**Run 1: placement view**

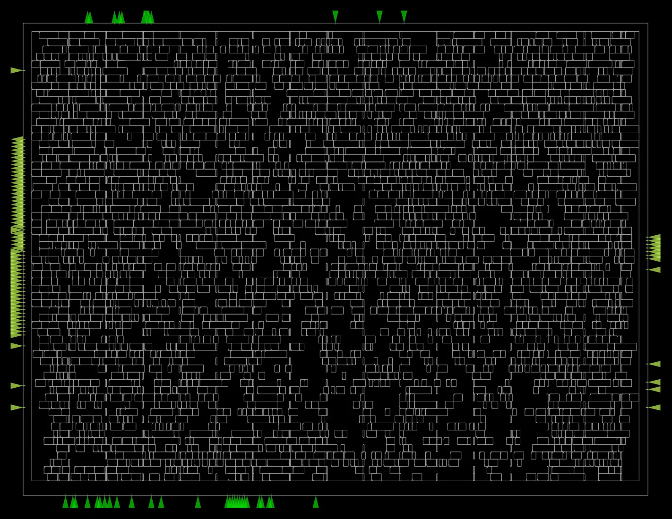
**Run 1: gate-type map**

Scale bar: 50 µm.
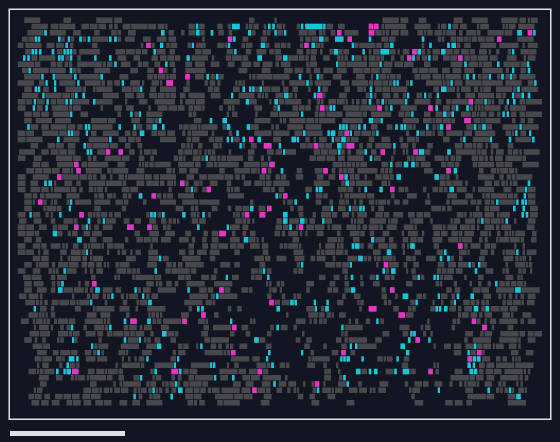
**Run 1: cell density map**

23 x 18 tiles, from black (low) to pale yellow (high), 0 to 100% covered.
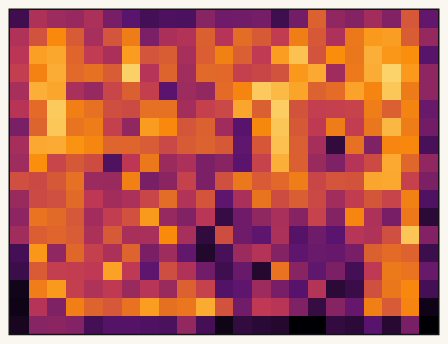
**Run 1: metal 3**

Scale bar: 50 µm.
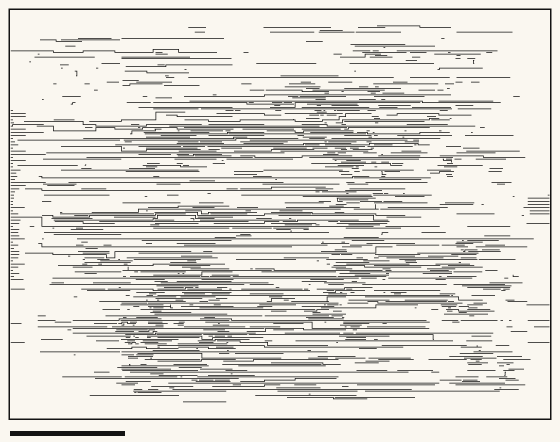
### config.mk
export PLATFORM = sky130hd
export DESIGN_NAME = alu_mc
export DESIGN_NICKNAME = d
export VERILOG_FILES = /design/src/rtl/alu_pkg.sv /design/src/rtl/alu_iter_md.sv /design/src/rtl/alu_mc.sv
export SDC_FILE = /design/constraint.sdc
export NUM_CORES = 1
export LEC_CHECK = 0
export ABC_AREA = 0
export CAP_MARGIN = 20
export CORE_ASPECT_RATIO = 0.75
export CORE_MARGIN = 3
export CORE_UTILIZATION = 50
export DETAILED_ROUTE_END_ITERATION = 7
export MAX_ROUTING_LAYER = met4
export PLACE_DENSITY = 0.66
export SYNTH_ARGS = -nofsm -noshare
export SYNTH_HDL_FRONTEND = slang
export SYNTH_SLANG_ARGS = --single-unit
### constraint.sdc
create_clock -name clk -period 6.7 [get_ports clk]
set_input_delay 1.34 -clock clk [delete_from_list [all_inputs] [get_ports clk]]
set_output_delay 1.34 -clock clk [all_outputs]
set_load 0.005 [all_outputs]
### src/rtl/alu_pkg.sv
// Shared opcode encodings, FSM state and flag types for the multi-cycle ALU.
// Also holds the helpers that decide which opcodes use the iterative datapath.
package alu_pkg;

    localparam logic [3:0] ALU_ADD   = 4'b0000;
    localparam logic [3:0] ALU_SUB   = 4'b0001;
    localparam logic [3:0] ALU_AND   = 4'b0010;
    localparam logic [3:0] ALU_OR    = 4'b0011;
    localparam logic [3:0] ALU_XOR   = 4'b0100;
    localparam logic [3:0] ALU_SLT   = 4'b0101;
    localparam logic [3:0] ALU_SLTU  = 4'b0110;
    localparam logic [3:0] ALU_SLL   = 4'b0111;
    localparam logic [3:0] ALU_SRL   = 4'b1000;
    localparam logic [3:0] ALU_SRA   = 4'b1001;
    localparam logic [3:0] ALU_MUL   = 4'b1010;
    localparam logic [3:0] ALU_MULHU = 4'b1011;
    localparam logic [3:0] ALU_DIVU  = 4'b1100;
    localparam logic [3:0] ALU_REMU  = 4'b1101;

    typedef enum logic [1:0] {
        S_IDLE = 2'd0,
        S_MUL  = 2'd1,
        S_DIV  = 2'd2,
        S_DONE = 2'd3
    } state_t;

    typedef struct packed {
        logic overflow;
        logic carry;
        logic negative;
        logic zero;
    } flags_t;

    function automatic logic is_iter_op(input logic [3:0] op);
        return op inside {ALU_MUL, ALU_MULHU, ALU_DIVU, ALU_REMU};
    endfunction

    function automatic logic is_div_op(input logic [3:0] op);
        return op inside {ALU_DIVU, ALU_REMU};
    endfunction

    // MULHU and REMU take the upper half of the accumulator.
    function automatic logic sel_high_half(input logic [3:0] op);
        return op inside {ALU_MULHU, ALU_REMU};
    endfunction

endpackage

### src/rtl/alu_iter_md.sv
// Iterative unsigned multiply (shift-add) and restoring divide, one bit per cycle.
// A single WIDTH-bit adder/subtractor serves both; {r_hi, r_lo} is the 2*WIDTH accumulator.
module alu_iter_md #(
    parameter int WIDTH = 32
) (
    input  logic             clk,
    input  logic             rst_n,
    input  logic             i_start,
    input  logic             i_is_div,
    input  logic [WIDTH-1:0] i_a,
    input  logic [WIDTH-1:0] i_b,
    output logic             o_done,
    output logic [WIDTH-1:0] o_hi,
    output logic [WIDTH-1:0] o_lo
);

    localparam int SHW = $clog2(WIDTH);

    logic             r_busy;
    logic             r_is_div;
    logic [SHW-1:0]   r_cnt;
    logic [WIDTH-1:0] r_hi;
    logic [WIDTH-1:0] r_lo;
    logic [WIDTH-1:0] r_b;

    logic [WIDTH-1:0] w_x;
    logic [WIDTH-1:0] w_y;
    logic [WIDTH:0]   w_sum;
    logic             w_ge;

    // Multiply adds B (or 0) to the high half; divide subtracts B from the
    // remainder shifted left by one with the next dividend bit.
    assign w_x   = r_is_div ? {r_hi[WIDTH-2:0], r_lo[WIDTH-1]} : r_hi;
    assign w_y   = (r_is_div || r_lo[0]) ? r_b : '0;
    assign w_sum = {1'b0, w_x} + {1'b0, r_is_div ? ~w_y : w_y} + {{WIDTH{1'b0}}, r_is_div};
    // The bit shifted out of the remainder makes the trial value at least 2^WIDTH > B.
    assign w_ge  = r_hi[WIDTH-1] | w_sum[WIDTH];

    // NOTE: o_hi/o_lo are the accumulator's next value, so the caller can
    // register the finished result on the same edge as the last iteration.
    always_comb begin
        if (r_is_div) begin
            o_hi = w_ge ? w_sum[WIDTH-1:0] : w_x;
            o_lo = {r_lo[WIDTH-2:0], w_ge};
        end else begin
            o_hi = w_sum[WIDTH:1];
            o_lo = {w_sum[0], r_lo[WIDTH-1:1]};
        end
    end

    assign o_done = r_busy && (r_cnt == SHW'(WIDTH - 1));

    // NOTE: reset is synchronous, so rst_n is tested inside the clocked block.
    always_ff @(posedge clk) begin
        if (!rst_n) begin
            r_busy   <= 1'b0;
            r_is_div <= 1'b0;
            r_cnt    <= '0;
            r_hi     <= '0;
            r_lo     <= '0;
            r_b      <= '0;
        end else if (i_start) begin
            r_busy   <= 1'b1;
            r_is_div <= i_is_div;
            r_cnt    <= '0;
            r_hi     <= '0;
            r_lo     <= i_a;
            r_b      <= i_b;
        end else if (r_busy) begin
            r_hi  <= o_hi;
            r_lo  <= o_lo;
            r_cnt <= r_cnt + SHW'(1);
            if (o_done) begin
                r_busy <= 1'b0;
            end
        end
    end

endmodule

### src/rtl/alu_mc.sv
// Multi-cycle ALU: FSM, single-cycle combinational unit and registered result/flags.
// MUL/MULHU/DIVU/REMU (with B != 0) are delegated to alu_iter_md.
module alu_mc
    import alu_pkg::*;
#(
    parameter int WIDTH = 32
) (
    input  logic             clk,
    input  logic             rst_n,
    input  logic             in_valid,
    output logic             in_ready,
    input  logic [WIDTH-1:0] A,
    input  logic [WIDTH-1:0] B,
    input  logic [3:0]       alu_control,
    output logic             out_valid,
    input  logic             out_ready,
    output logic [WIDTH-1:0] result,
    output logic             overflow,
    output logic             carry,
    output logic             negative,
    output logic             zero
);

    localparam int SHW = $clog2(WIDTH);

    state_t           r_state;
    logic             r_sel_hi;
    logic [WIDTH-1:0] r_result;
    flags_t           r_flags;

    logic             w_accept;
    logic             w_is_div;
    logic             w_go_iter;
    logic             w_start;
    logic             w_load;
    logic             w_iter_done;
    logic [WIDTH-1:0] w_iter_hi;
    logic [WIDTH-1:0] w_iter_lo;
    logic [SHW-1:0]   w_amt;
    logic             w_sub;
    logic [WIDTH:0]   w_sum;
    logic [WIDTH-1:0] w_sc_result;
    logic             w_sc_carry;
    logic             w_sc_ovf;
    logic [WIDTH-1:0] w_fin_result;
    flags_t           w_fin_flags;

    assign in_ready  = (r_state == S_IDLE) && rst_n;
    assign out_valid = (r_state == S_DONE);
    assign result    = r_result;
    assign overflow  = r_flags.overflow;
    assign carry     = r_flags.carry;
    assign negative  = r_flags.negative;
    assign zero      = r_flags.zero;

    // Divide by zero never iterates; it is answered by the single-cycle unit.
    assign w_accept  = in_valid && in_ready;
    assign w_is_div  = is_div_op(alu_control);
    assign w_go_iter = is_iter_op(alu_control) && !(w_is_div && (B == '0));
    assign w_start   = w_accept && w_go_iter;
    assign w_load    = (w_accept && !w_go_iter) || w_iter_done;

    alu_iter_md #(.WIDTH(WIDTH)) u_iter (
        .clk      (clk),
        .rst_n    (rst_n),
        .i_start  (w_start),
        .i_is_div (w_is_div),
        .i_a      (A),
        .i_b      (B),
        .o_done   (w_iter_done),
        .o_hi     (w_iter_hi),
        .o_lo     (w_iter_lo)
    );

    assign w_amt = B[SHW-1:0];
    assign w_sub = (alu_control == ALU_SUB);
    assign w_sum = {1'b0, A} + {1'b0, w_sub ? ~B : B} + {{WIDTH{1'b0}}, w_sub};

    // NOTE: every output gets a default first so no path infers a latch.
    always_comb begin
        w_sc_result = '0;
        w_sc_carry  = 1'b0;
        w_sc_ovf    = 1'b0;
        case (alu_control)
            ALU_ADD, ALU_SUB: begin
                w_sc_result = w_sum[WIDTH-1:0];
                w_sc_carry  = w_sum[WIDTH];
                w_sc_ovf    = ~(A[WIDTH-1] ^ B[WIDTH-1] ^ w_sub) & (A[WIDTH-1] ^ w_sum[WIDTH-1]);
            end
            ALU_AND:  w_sc_result = A & B;
            ALU_OR:   w_sc_result = A | B;
            ALU_XOR:  w_sc_result = A ^ B;
            ALU_SLT:  w_sc_result = {{(WIDTH-1){1'b0}}, $signed(A) < $signed(B)};
            ALU_SLTU: w_sc_result = {{(WIDTH-1){1'b0}}, A < B};
            ALU_SLL:  w_sc_result = A << w_amt;
            ALU_SRL:  w_sc_result = A >> w_amt;
            ALU_SRA:  w_sc_result = $signed(A) >>> w_amt;
            ALU_DIVU: w_sc_result = '1;
            ALU_REMU: w_sc_result = A;
            default:  w_sc_result = '0;
        endcase
    end

    always_comb begin
        w_fin_flags = '0;
        if (w_iter_done) begin
            w_fin_result = r_sel_hi ? w_iter_hi : w_iter_lo;
        end else begin
            w_fin_result         = w_sc_result;
            w_fin_flags.carry    = w_sc_carry;
            w_fin_flags.overflow = w_sc_ovf;
        end
        w_fin_flags.negative = w_fin_result[WIDTH-1];
        w_fin_flags.zero     = (w_fin_result == '0);
    end

    always_ff @(posedge clk) begin
        if (!rst_n) begin
            r_state  <= S_IDLE;
            r_sel_hi <= 1'b0;
            r_result <= '0;
            r_flags  <= '0;
        end else begin
            case (r_state)
                S_IDLE: begin
                    if (w_accept) begin
                        r_sel_hi <= sel_high_half(alu_control);
                        if (!w_go_iter) r_state <= S_DONE;
                        else            r_state <= w_is_div ? S_DIV : S_MUL;
                    end
                end
                S_MUL, S_DIV: begin
                    if (w_iter_done) r_state <= S_DONE;
                end
                S_DONE: begin
                    if (out_ready) r_state <= S_IDLE;
                end
                default: r_state <= S_IDLE;
            endcase
            if (w_load) begin
                r_result <= w_fin_result;
                r_flags  <= w_fin_flags;
            end
        end
    end

endmodule
==> summary.txt, run 1 <==
fresh numbers from the pnr run: largest class=logic gates, Unique cell types=103, XORs/XNORs by Area=3.94%, DR iter-0 viols=4,143, Die H=177 µm, Static Leak=8.78 nW, # clk buffers=17, Yosys Instances=2,634, Flop pwr share=28.5%, Antenna Violating Nets Remaining=0, Final HPWL DP=73.4 mm, Top logic family=AND-OR/OR-AND gates, OpenROAD warning count=100, Simple-Gate Area Share=20.4%, NetSw=0.00141 W, vias per cell=7.03, Latency at later pin=440 ps, Finished Cell Area=21,700 µm², Clock Skew=7.63 ps, CTS Hold Bufs=0, Logic pwr share=43.5%, Die Width=234 µm, pre-CTS setup slack=475 ps, P_int=0.00195 W, Setup Crit Path Kind=reg2reg, Area after DPL=21,100 µm², gr busiest metal=met1, crit end category=flip-flop, Worst-path clk slew=70 ps, Tot Pwr=0.00336 W, first-pass GRT wire length=137 mm, TNS Setup=0 ps, Non-clock buffer share=8.60%, # resized after CTS=0, Max-slew headroom=17.7%, die area=41,500 µm², setup ws final=741 ps, area delta synth->final=10.9%, final hold slack=481 ps, Slowest-stage cell, CP=a311oi_1, Clk network pwr share=28.0%, Critical Path, Cell by Cell=buf_4 > a31oi_1 > or2_2 > fa_1 > nor2b_1 > o2111ai_1 > a211o_2 > a31o_4 > a311o_1 > nand2_4 > buf_4 > nand2_1 > a311oi_1 > o21a_1 > and4_2 > nand4_1 > o22ai_1, Mux area share=14.8%, synthesized area=19,500 µm², Top pwr grp=combinational logic, layout cell share with drive strength beyond 1=11.0%, measured slew at the worst slew-check pin=1220 ps, Setup Fix Bufs, Post-CTS=0, dominant logic cell type in the layout=nand2_1, total power per unit cell area=155 nW/µm², WP data arrival=6320 ps, EDFF count, synth=0, vias in the first global route=20,300, CTS tree=built, min Tclk post-route=5960 ps, top cells by count, synth=nand2_1, nor2_1, a21oi_1, CP max stage delay=710 ps, Chip Area, Yosys=19,500 µm², Synth async-reset ratio=0%, Bufs and invs on worst path=2, Inverters=100, Nets=2,887, Clock-cell share=2.59%, clk sinks=141, nature of the critical path startpoint=flip-flop, Avg WL per Cell=30.0 µm, number of I/O pins=110, YS warnings=0, Tot GR Track Use=46.0%, Inserted Diodes=5, most frequent cells in the layout=nand2_1, nor2_1, a21oi_1, ha_1, o21ai_0, status=completed, Synth Instances=2,634, placed cell count=3,135, register area=2830 µm², initial antenna violation count=6, clk buf depth=2, gr ovfl total=0, flip-flops=141, Seq share, synth=14.4%, Top cell by count, worst path=buf_4, Yosys top cell by instances=nand2_1, GP Congestion=1.10, aoi share=28.2%
-- 'placement view' (at the start) --
n_taps: 512
FILL cells: 3,665
flop share of the area: 13.1%
Core Rows: 62

-- 'gate-type map' (at the start) --
legend:
  magenta:
    family: AND and OR gates
    cells: 80
    where: all over the die
  cyan:
    family: NAND gates
    cells: 428
    where: all over the die
combinational share of cell area: 71.0%
Finished Layout Cells: 3,172

-- 'cell density map' (at the start) --
nearly empty tiles: 0.70%
fullest tile: 91%
tiles over 75% full: 12%
fin util: 56.4%
FP Util: 50.9%
core outline area: 38,400 µm²

-- 'metal 3' (at the start) --
nets with wire on the layer: 580
longest straight run: 198 µm
GR Util met3: 21.5%
via count: 22,300
final wirelength: 95.0 mm

[run 1: worst paths after layout]
check / from / endpoint / slack [ps] / depth (start not counted)
min reg2reg: u_iter.r_b[21]$_SDFFE_PN0P_ / u_iter.r_b[21]$_SDFFE_PN0P_ / 480 / 2
max: u_iter.r_is_div$_SDFFE_PN0P_ / zero$_SDFFE_PN0P_ / 740 / 17
max reg2reg: u_iter.r_is_div$_SDFFE_PN0P_ / zero$_SDFFE_PN0P_ / 740 / 17
min: u_iter.r_b[21]$_SDFFE_PN0P_ / u_iter.r_b[21]$_SDFFE_PN0P_ / 480 / 2
[run 1: metal layers]
metal	routed length (µm)	vias to the layer above	share of wire [%]
li1	-	9667	-
met1	40500	10600	43
met2	34600	1810	36
met3	16400	265	17
met4	3540	0	3.7
met5	0	-	0
**Run 1: nets reached from selected ports**

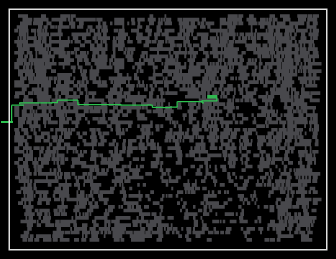

==> run 2, diff against run 1 <==
--- a/config.mk
+++ b/config.mk
@@ -9,10 +9,10 @@
 export CAP_MARGIN = 20
 export CORE_ASPECT_RATIO = 0.75
 export CORE_MARGIN = 3
-export CORE_UTILIZATION = 50
+export CORE_UTILIZATION = 41
 export DETAILED_ROUTE_END_ITERATION = 7
 export MAX_ROUTING_LAYER = met4
-export PLACE_DENSITY = 0.66
+export PLACE_DENSITY = 0.55
 export SYNTH_ARGS = -nofsm -noshare
 export SYNTH_HDL_FRONTEND = slang
 export SYNTH_SLANG_ARGS = --single-unit
**Run 2: nets reached from selected ports**

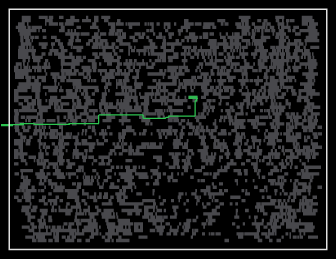
legend:
  green:
    port: carry
    direction: output
    edge: west
    end_cells: 1
    buffers: 1
    wire: 183 µm
I/O Buffers: 109
number of I/O pins: 110

==> run 2 against run 1 <==
Against the previous run: first-iteration DRC count shrank 18%; largest power group unchanged; critical endpoint unchanged; non-clock buffer count grew 29; synthesized cell count is the same; sequential power is essentially flat; final cell count grew 4.6%; critical path type unchanged; register-to-register slack lost 330 ps.
==> summary.txt, run 2 <==
fresh numbers from the pnr run: Avg WL per Cell=30.1 µm (+0.40%), CTS Hold Bufs=0 (unchanged), total CTS buffers=17, most frequent cells in the layout=nand2_1, nor2_1, a21oi_1, ha_1, o21ai_0, Chip Area, Yosys=19,500 µm² (unchanged), Top logic family=AND-OR/OR-AND gates, Final HPWL DP=78.4 mm (+6.8%), measured slew at the worst slew-check pin=1040 ps (-185 ps), Max H-tree Level=4, worst hold path type=reg2reg, Synth Area per Inst=7.42 µm², crit path launch=u_iter.r_is_div$_SDFFE_PN0P_, GP Congestion=1.05 (-4.8%), Critical Path, Cell by Cell=inv_1 > buf_4 > o21ai_0 > ha_1 > nor2b_1 > o2111ai_1 > a211o_2 > a31o_4 > a311o_1 > nand2_4 > buf_4 > mux2i_1 > nor2_1 > a211oi_1 > and3_1 > nand4_1 > o22ai_1, Latency at later pin=450 ps (about the same), TNS Setup=0 ps (unchanged), hold_sp=u_iter.r_b[10]$_SDFFE_PN0P_, crit path capture=zero$_SDFFE_PN0P_, hold worst-path end=u_iter.r_b[10]$_SDFFE_PN0P_, layout cell share with drive strength beyond 1=12.0% (+1.0 points), nature of the critical path startpoint=flip-flop, clk root buf=clkbuf_16, min Tclk post-route=6280 ps (+326 ps), status=completed, CP max stage delay=670 ps (-40 ps), Reg-to-Reg End=zero$_SDFFE_PN0P_, gr ovfl total=0 (unchanged), Max Fanout on Critical Path=31, area delta synth->final=13.0%, aoi share=28.2% (unchanged), total power per unit cell area=157 nW/µm² (+1.2%), RSZ-0062 raised after global routing=no, Slowest-stage cell, CP=inv_1, Crit path depth=17 (unchanged), placed cell count=3,280 (+4.6%), cell type with the largest total area=dfxtp_1, Synth async-reset ratio=0% (unchanged), DR iter-0 viols=3,402 (-18%), hold path depth=2 (unchanged), WP data arrival=6650 ps (+330 ps), clk sinks=141 (unchanged), Area after DPL=21,400 µm² (+1.6%), final wirelength=99.8 mm (+5.0%), Tot Pwr=0.00346 W (+3.1%), CP top delay family=AND-OR/OR-AND gates, Finished Layout Cells=3,318 (+4.6%), dominant logic cell type in the layout=nand2_1, Antenna Violating Nets Remaining=0 (unchanged), Unique cell types=103 (unchanged), Yosys top cell by instances=nand2_1, vias in the first global route=20,400 (+0.30%), Static Leak=8.95 nW (+1.9%), synthesized area=19,500 µm² (unchanged), setup ws final=415 ps (-326 ps), Max-Cap Viols=0, top cells by count, synth=nand2_1, nor2_1, a21oi_1, Cell area leaders=dfxtp_1, ha_1, mux2i_1, Die Width=258 µm (+10%), Synth top area share=14.4%, Bufs and invs on worst path=3 (+1), # resized after CTS=0 (unchanged), Slew Limit Fails=0, Die H=195 µm (+10%), via count=22,000 (-1.6%), CTS tree=built, Nets=2,916 (+1.0%), crit end category=flip-flop, Hold Vio Cnt, Final=0, Setup Fix Bufs, Post-CTS=0 (unchanged), Yosys Instances=2,634 (unchanged), ys flops=141, Simple-Gate Area Share=20.4% (unchanged), pin count of the biggest net entering global routing=68, Worst-path clk slew=70 ps (about the same), FP Util=42.0% (-8.9 points), Setup-failing EPs final=0, syn_nets=2,879, XORs/XNORs by Area=3.94% (unchanged), Seq share, synth=14.4% (unchanged), ys flop type=dfxtp_1, r2r setup slk=420 ps (-330 ps), Worst VDD drop=164 µV, Mux area share=14.8% (unchanged), clk buf depth=2 (unchanged), Setup Crit Path Kind=reg2reg, Synth Area in Adders=11.2%, first-pass GRT wire length=144 mm (+4.7%), OpenROAD warning count=100 (unchanged), Synth Instances=2,634 (unchanged), YS warnings=0 (unchanged), Register-to-Register Path Depth=17 (unchanged), final hold slack=478 ps (-3.34 ps), DRC=0, Tot GR Track Use=39.6% (-6.4 points), Fmax achieved=159 MHz, Finished Cell Area=22,100 µm² (+1.9%), vias per cell=6.62 (-5.9%), Clock Skew=12.0 ps (+4.40 ps), initial antenna violation count=7 (+1), die area=50,300 µm² (+21%), required time of the critical path=7060 ps, pre-CTS setup slack=357 ps (-118 ps), reg2reg start=u_iter.r_is_div$_SDFFE_PN0P_, drt first pass iters=6, Max-slew headroom=30.7% (+13 points), Top cell by count, worst path=buf_4, fin util=47.4% (-9.0 points), EDFF count, synth=0 (unchanged), Final period util=93.8%
**Run 2: placement view**

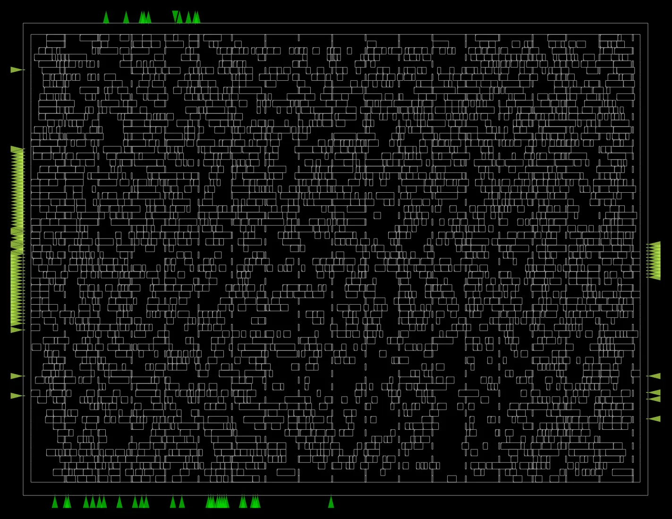
Core Rows: 68
flop share of the area: 12.8%
FILL cells: 4,750
core outline area: 46,500 µm²

run 2: final cells by class:
type                    instances  area (µm²)
well taps                     630         788
multi-input cells            2172       15400
inverters                     100         375
diodes                          4        10.0
clock inverters                14         183
repair buffers                239        2070
clock buffers                  18         429
fillers                      4750       24500
flip-flops and latches        141        2830
run 2: metal layers:
layer / up-vias / GRT usage, % / wire length [µm]
met1: 10700 / 59.5 / 47000
met5: - / - / 0
met4: 0 / 7.89 / 2160
met2: 1434 / 49.3 / 36800
li1: 9712 / - / -
met3: 146 / 14.3 / 13700
run 2: power breakdown:
group          internal [W]  leakage, nW  switching [W]
Clock              0.000595        0.296       0.000441
Combinational      0.000547         7.51       0.000926
Sequential         0.000894         1.14      0.0000584
Total               0.00204         8.95        0.00143
Power and IR drop assume default switching activity.
